==> config.mk <==
export PLATFORM = sky130hd
export DESIGN_NAME = sad_pe_min
export DESIGN_NICKNAME = d
export VERILOG_FILES = /design/src/rtl/sad_pe_min.sv
export SDC_FILE = /design/constraint.sdc
export NUM_CORES = 1
export LEC_CHECK = 0
export CORE_UTILIZATION = 35
export CTS_BUF_LIST = sky130_fd_sc_hd__clkbuf_8 sky130_fd_sc_hd__clkbuf_16
export DETAILED_ROUTE_END_ITERATION = 10
export HOLD_SLACK_MARGIN = 0.08
export MAX_ROUTING_LAYER = met4
export PLACE_DENSITY_LB_ADDON = 0.12
export SKIP_LAST_GASP = 1
export SYNTH_ARGS = -nofsm -noshare
export SYNTH_HDL_FRONTEND = slang
export SYNTH_SLANG_ARGS = --single-unit
==> constraint.sdc <==
create_clock -name i_clk -period 4.82 [get_ports i_clk]
set_clock_uncertainty 0.15 [all_clocks]
set_input_delay 0.482 -clock i_clk [delete_from_list [all_inputs] [get_ports i_clk]]
set_output_delay 0.482 -clock i_clk [all_outputs]
set_load 0.03 [all_outputs]
==> src/rtl/sad_pe_min.sv <==
`default_nettype none
// ============================================================================
// Module      : sad_pe_min
// Description : Systolic SAD processing element. It accumulates saturating
//               |ref - search| over a block and tracks the best candidate.
// Revision    : 1.0
// ============================================================================
module sad_pe_min #(
  parameter int PIX_W    = 8,
  parameter int ACC_W    = 16,
  parameter int BLK_PIX  = 256,
  parameter int NUM_CAND = 256,
  localparam int CNT_W   = $clog2(BLK_PIX),
  localparam int IDX_W   = (NUM_CAND > 1) ? $clog2(NUM_CAND) : 1
) (
  input  logic             i_clk,
  input  logic             i_rst,
  input  logic             i_en,
  input  logic             i_newBlk,
  input  logic [PIX_W-1:0] i_refMem,
  input  logic [PIX_W-1:0] i_searchMem1,
  input  logic [PIX_W-1:0] i_searchMem2,
  input  logic             i_s1s2Mux,
  output logic [PIX_W-1:0] o_rPipe,
  output logic [ACC_W-1:0] o_accumulate,
  output logic [ACC_W-1:0] o_sad,
  output logic             o_sadValid,
  output logic [ACC_W-1:0] o_minSad,
  output logic [IDX_W-1:0] o_minIdx,
  output logic             o_minValid
);

  localparam logic [CNT_W-1:0] C_LAST_PIX  = CNT_W'(BLK_PIX - 1);
  localparam logic [IDX_W-1:0] C_LAST_CAND = IDX_W'(NUM_CAND - 1);
  localparam logic [ACC_W-1:0] C_ACC_MAX   = '1;

  logic [PIX_W-1:0] r_rpipe;
  logic [ACC_W-1:0] r_acc;
  logic [ACC_W-1:0] r_sad;
  logic             r_sad_valid;
  logic [ACC_W-1:0] r_min_sad;
  logic [IDX_W-1:0] r_min_idx;
  logic             r_min_valid;
  logic             r_min_empty;
  logic             r_cmp_pend;
  logic [CNT_W-1:0] r_cnt;
  logic [IDX_W-1:0] r_cand;
  logic [IDX_W-1:0] r_tag;

  logic [PIX_W-1:0] w_sel;
  logic [PIX_W:0]   w_diff_ext;
  logic [PIX_W-1:0] w_diff;
  logic [ACC_W-1:0] w_diff_acc;
  logic [ACC_W:0]   w_sum;
  logic [ACC_W-1:0] w_acc_sat;
  logic [CNT_W-1:0] w_cnt_eff;
  logic [IDX_W-1:0] w_cand_eff;

  // Absolute difference: the borrow bit of the widened subtraction picks the
  // operand order, so the magnitude always fits in PIX_W bits.
  always_comb begin
    w_sel      = i_s1s2Mux ? i_searchMem1 : i_searchMem2;
    w_diff_ext = {1'b0, i_refMem} - {1'b0, w_sel};
    w_diff     = w_diff_ext[PIX_W] ? (w_sel - i_refMem) : w_diff_ext[PIX_W-1:0];
    w_diff_acc = ACC_W'(w_diff);
    w_sum      = {1'b0, r_acc} + {1'b0, w_diff_acc};
    w_acc_sat  = w_sum[ACC_W] ? C_ACC_MAX : w_sum[ACC_W-1:0];
  end

  // A new block restarts the beat as count 0 of candidate 0 on the same edge.
  always_comb begin
    w_cnt_eff  = i_newBlk ? '0 : r_cnt;
    w_cand_eff = i_newBlk ? '0 : r_cand;
  end

  always_ff @(posedge i_clk) begin
    if (i_rst) begin
      r_rpipe     <= '0;
      r_acc       <= '0;
      r_sad       <= '0;
      r_sad_valid <= 1'b0;
      r_min_sad   <= C_ACC_MAX;
      r_min_idx   <= '0;
      r_min_valid <= 1'b0;
      r_min_empty <= 1'b1;
      r_cmp_pend  <= 1'b0;
      r_cnt       <= '0;
      r_cand      <= '0;
      r_tag       <= '0;
    end else begin
      r_sad_valid <= 1'b0;
      r_min_valid <= 1'b0;
      r_cmp_pend  <= 1'b0;

      if (i_newBlk) begin
        r_cnt       <= '0;
        r_cand      <= '0;
        r_min_empty <= 1'b1;
        r_min_sad   <= C_ACC_MAX;
        r_min_idx   <= '0;
      end else if (r_cmp_pend) begin
        // Strict less-than keeps the earlier index on ties.
        if (r_min_empty || (r_sad < r_min_sad)) begin
          r_min_sad   <= r_sad;
          r_min_idx   <= r_tag;
          r_min_empty <= 1'b0;
        end
        if (r_tag == C_LAST_CAND) begin
          r_min_valid <= 1'b1;
        end
      end

      if (i_en) begin
        r_rpipe <= i_refMem;
        r_acc   <= (w_cnt_eff == '0) ? w_diff_acc : w_acc_sat;
        if (w_cnt_eff == C_LAST_PIX) begin
          r_cnt       <= '0;
          r_sad       <= w_acc_sat;
          r_sad_valid <= 1'b1;
          r_cmp_pend  <= 1'b1;
          r_tag       <= w_cand_eff;
          r_cand      <= (w_cand_eff == C_LAST_CAND) ? '0 : w_cand_eff + IDX_W'(1);
        end else begin
          r_cnt <= w_cnt_eff + CNT_W'(1);
        end
      end
    end
  end

  assign o_rPipe      = r_rpipe;
  assign o_accumulate = r_acc;
  assign o_sad        = r_sad;
  assign o_sadValid   = r_sad_valid;
  assign o_minSad     = r_min_sad;
  assign o_minIdx     = r_min_idx;
  assign o_minValid   = r_min_valid;

endmodule
`default_nettype wire

Figure 1. Cell outlines without signal wires.
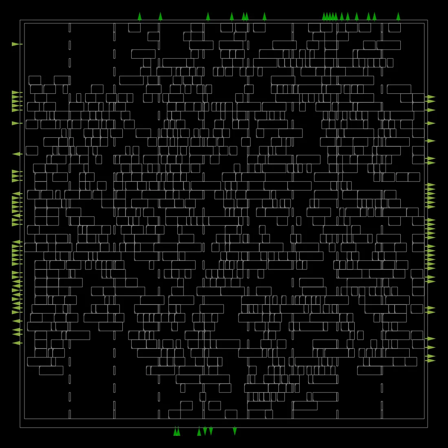
well tap count: 188
count of sequential standard cells: 91
area of the core: 0.0151 sq mm
Layout fillers: 1514
Layout Cells excl Fill: 983

Figure 2. Met1 routing.
(4 px per micron) Supply wires on this layer in gray. Cells faint in the background.
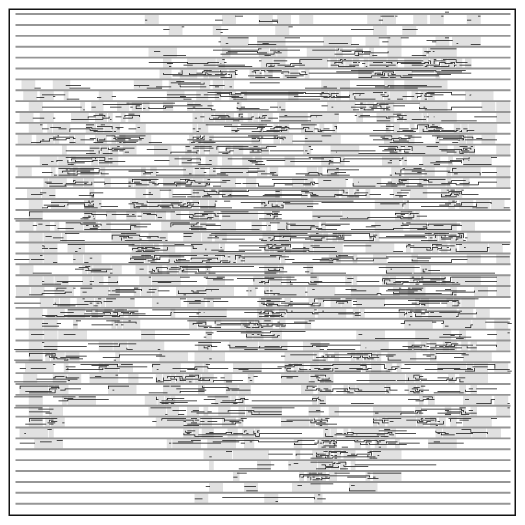
longest straight run: 36.3 microns
nets with wire on the layer: 775
share of all routed wire: 45%
via count: 5219
grt met1 use: 23.4%

Figure 3. Cell density map.
(3 px per micron) 13 x 13 tiles, from dark blue (low) to red (high), 0 to 100% covered.
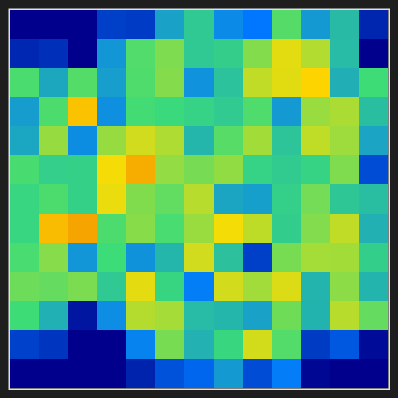
tiles over 75% full: 3.0%
emptiest ninth of the die: bottom left
fullest tile: 81%
mean over tiles: 43%
nearly empty tiles: 8.3%
final design utilization: 47.0%
FP Util: 35.6%

==> changes_impl.md <==
## Flow update

- Slew headroom: 34.9%
- Kind of capture point of the worst setup path: register
- Setup TNS after final layout: 0 ns
- Number of nets in the final layout: 864
- Hold_buf cts: 0
- Drt pass-1 iters: 4
- Leakage power of the design: 0.00301 uW
- Cell depth of the worst min-delay path: 2
- Hold violation total from the final report: 0
- GR met3 Demand/Resource: 4.38%
- Violation count after the first detailed-routing iteration: 272
- Final tally of setup violations: 0
- Total congestion overflow: 0
- Detailed route wirelength on metal2: 7390 microns
- Synth top cell by count: sky130_fd_sc_hd__dfxtp_1
- Worst-margin pin slew: 0.976 ns
- CP endpoint: o_sad[13]
- Result of the run: complete, no violations
- Total count of max-transition violations in the final report: 0
- Crit path launch type: input port
- Critical path's top delay family: buffers and inverters
- Power density relative to cell area: 293 mW/mm^2
- Largest fanout on the critical path: 6
- Critical path depth in cells: 17
- Top post-synthesis cells by area: sky130_fd_sc_hd__dfxtp_1, sky130_fd_sc_hd__ha_1, sky130_fd_sc_hd__nand3_1
- Worst Hold Launch: r_tag[7]
- Data required time of the critical path: 4.93 ns
- Die span in y: 126 microns
- Total half-perimeter wirelength after legalization and detailed placement: 11600 microns
- Most utilized layer in the global route result: met2
- Length in cells of the worst reg-to-reg path: 10
- Via density per instance: 5.31
- Share of flip-flops with an asynchronous set or reset: 0%
- Clock tree root driver cell: sky130_fd_sc_hd__clkbuf_16
- Highest routed metal layer: met4
- Insertion delay at the late pin of the worst-skew pair: 0.35 ns
- Crit path arrival time: 4.62 ns
- Average detailed-routed wire length per instance: 15.3 microns
- Maximum VDD drop: 0.160 mV
- Routed Antenna Nets: 0
- Cell type with the highest aggregate area in the netlist: sky130_fd_sc_hd__dfxtp_1
- Netlist Area Pre-Place: 0.00539 sq mm
- End of the worst register-to-register path: o_sad[13]
- Layout cell share with drive strength beyond 1: 9.94%
- Syn Nets: 746
- Min Tclk post-route: 4.51 ns
- Met2 capacity usage during global routing: 35.0%
- Crit path cell chain: clkdlybuf4s50_1 -> buf_4 -> mux2i_1 -> inv_1 -> ha_1 -> nand3_1 -> o311a_1 -> buf_4 -> mux2i_1 -> fa_1 -> nand2b_1 -> a211oi_4 -> o211ai_1 -> buf_4 -> or2_1 -> and4_1 -> nor4_1
- Endpoint, Worst Hold: o_minValid
[where the power goes]
| part | leakage, uW | internal [uW] | switching (uW) | total (uW) |
|---|---|---|---|---|
| registers | 0.000737 | 768 | 14.5 | 782 |
| clock network | 0.000145 | 407 | 325 | 732 |
| logic | 0.00213 | 270 | 305 | 575 |
| total | 0.00301 | 1440 | 645 | 2090 |
[layout by cell type, fill, tap and decap left out, types with 4 or more instances in the layout]
| master | synthesis | final |
|---|---|---|
| sky130_fd_sc_hd__ha_1 | 42 | 42 |
| sky130_fd_sc_hd__o21ai_0 | 46 | 46 |
| sky130_fd_sc_hd__a31oi_1 | 8 | 8 |
| sky130_fd_sc_hd__a211oi_1 | 5 | 5 |
| sky130_fd_sc_hd__a311oi_1 | 4 | 4 |
| sky130_fd_sc_hd__nand2b_1 | 9 | 9 |
| sky130_fd_sc_hd__mux2i_1 | 23 | 21 |
| sky130_fd_sc_hd__nand2_1 | 59 | 59 |
| sky130_fd_sc_hd__nor4_1 | 4 | 4 |
| sky130_fd_sc_hd__nor2b_1 | 7 | 7 |
| sky130_fd_sc_hd__a21o_1 | 12 | 12 |
| sky130_fd_sc_hd__xnor2_1 | 16 | 16 |
| sky130_fd_sc_hd__buf_4 | 0 | 49 |
| sky130_fd_sc_hd__clkbuf_16 | 0 | 9 |
| sky130_fd_sc_hd__nand3_1 | 56 | 56 |
| sky130_fd_sc_hd__o211ai_1 | 6 | 6 |
| sky130_fd_sc_hd__nor3_1 | 25 | 24 |
| sky130_fd_sc_hd__dfxtp_1 | 91 | 91 |
| sky130_fd_sc_hd__nand4_1 | 11 | 11 |
| sky130_fd_sc_hd__nor2_1 | 50 | 50 |
| sky130_fd_sc_hd__inv_1 | 46 | 47 |
| sky130_fd_sc_hd__a21oi_1 | 51 | 51 |
| sky130_fd_sc_hd__xor2_1 | 11 | 11 |
| sky130_fd_sc_hd__clkdlybuf4s50_1 | 0 | 93 |
[worst register-to-register path, cell delays in order, from the launching register on]
cell and delay [ns]:
sky130_fd_sc_hd__dfxtp_1 0.37, sky130_fd_sc_hd__ha_1 0.20, sky130_fd_sc_hd__inv_1 0.06, sky130_fd_sc_hd__fa_1 0.38, sky130_fd_sc_hd__nand2b_1 0.21, sky130_fd_sc_hd__a211oi_4 0.27
sky130_fd_sc_hd__o211ai_1 0.15, sky130_fd_sc_hd__buf_4 0.18, sky130_fd_sc_hd__or2_1 0.28, sky130_fd_sc_hd__and4_1 0.20, sky130_fd_sc_hd__nor4_1 0.24
[cell type report]
| class | count | area, sq um |
|---|---|---|
| Tap cell | 188 | 235 |
| Inverter | 46 | 173 |
| Sequential cell | 91 | 1820 |
| Fill cell | 1514 | 8020 |
| Multi-Input combinational cell | 499 | 3290 |
| Clock buffer | 9 | 225 |
| Clock inverter | 7 | 77.6 |
| Timing Repair Buffer | 143 | 1300 |
[cell families after synthesis]
logic type                 synth area share, %
DFF                                       33.8
buffers and inverters                     5.78
and+or+nand+nor                           22.0
adders and majority gates                 10.9
AOI/OAI and AO/OA                         18.9
xor gates and xnor gates                  4.38
muxes                                     4.27
[timing repair]
item                                    CTS  global route
buffers inserted                          0             1
endpoints found under the setup margin    0             8
resized                                   0             3
Power is estimated from default activity; no workload was simulated.
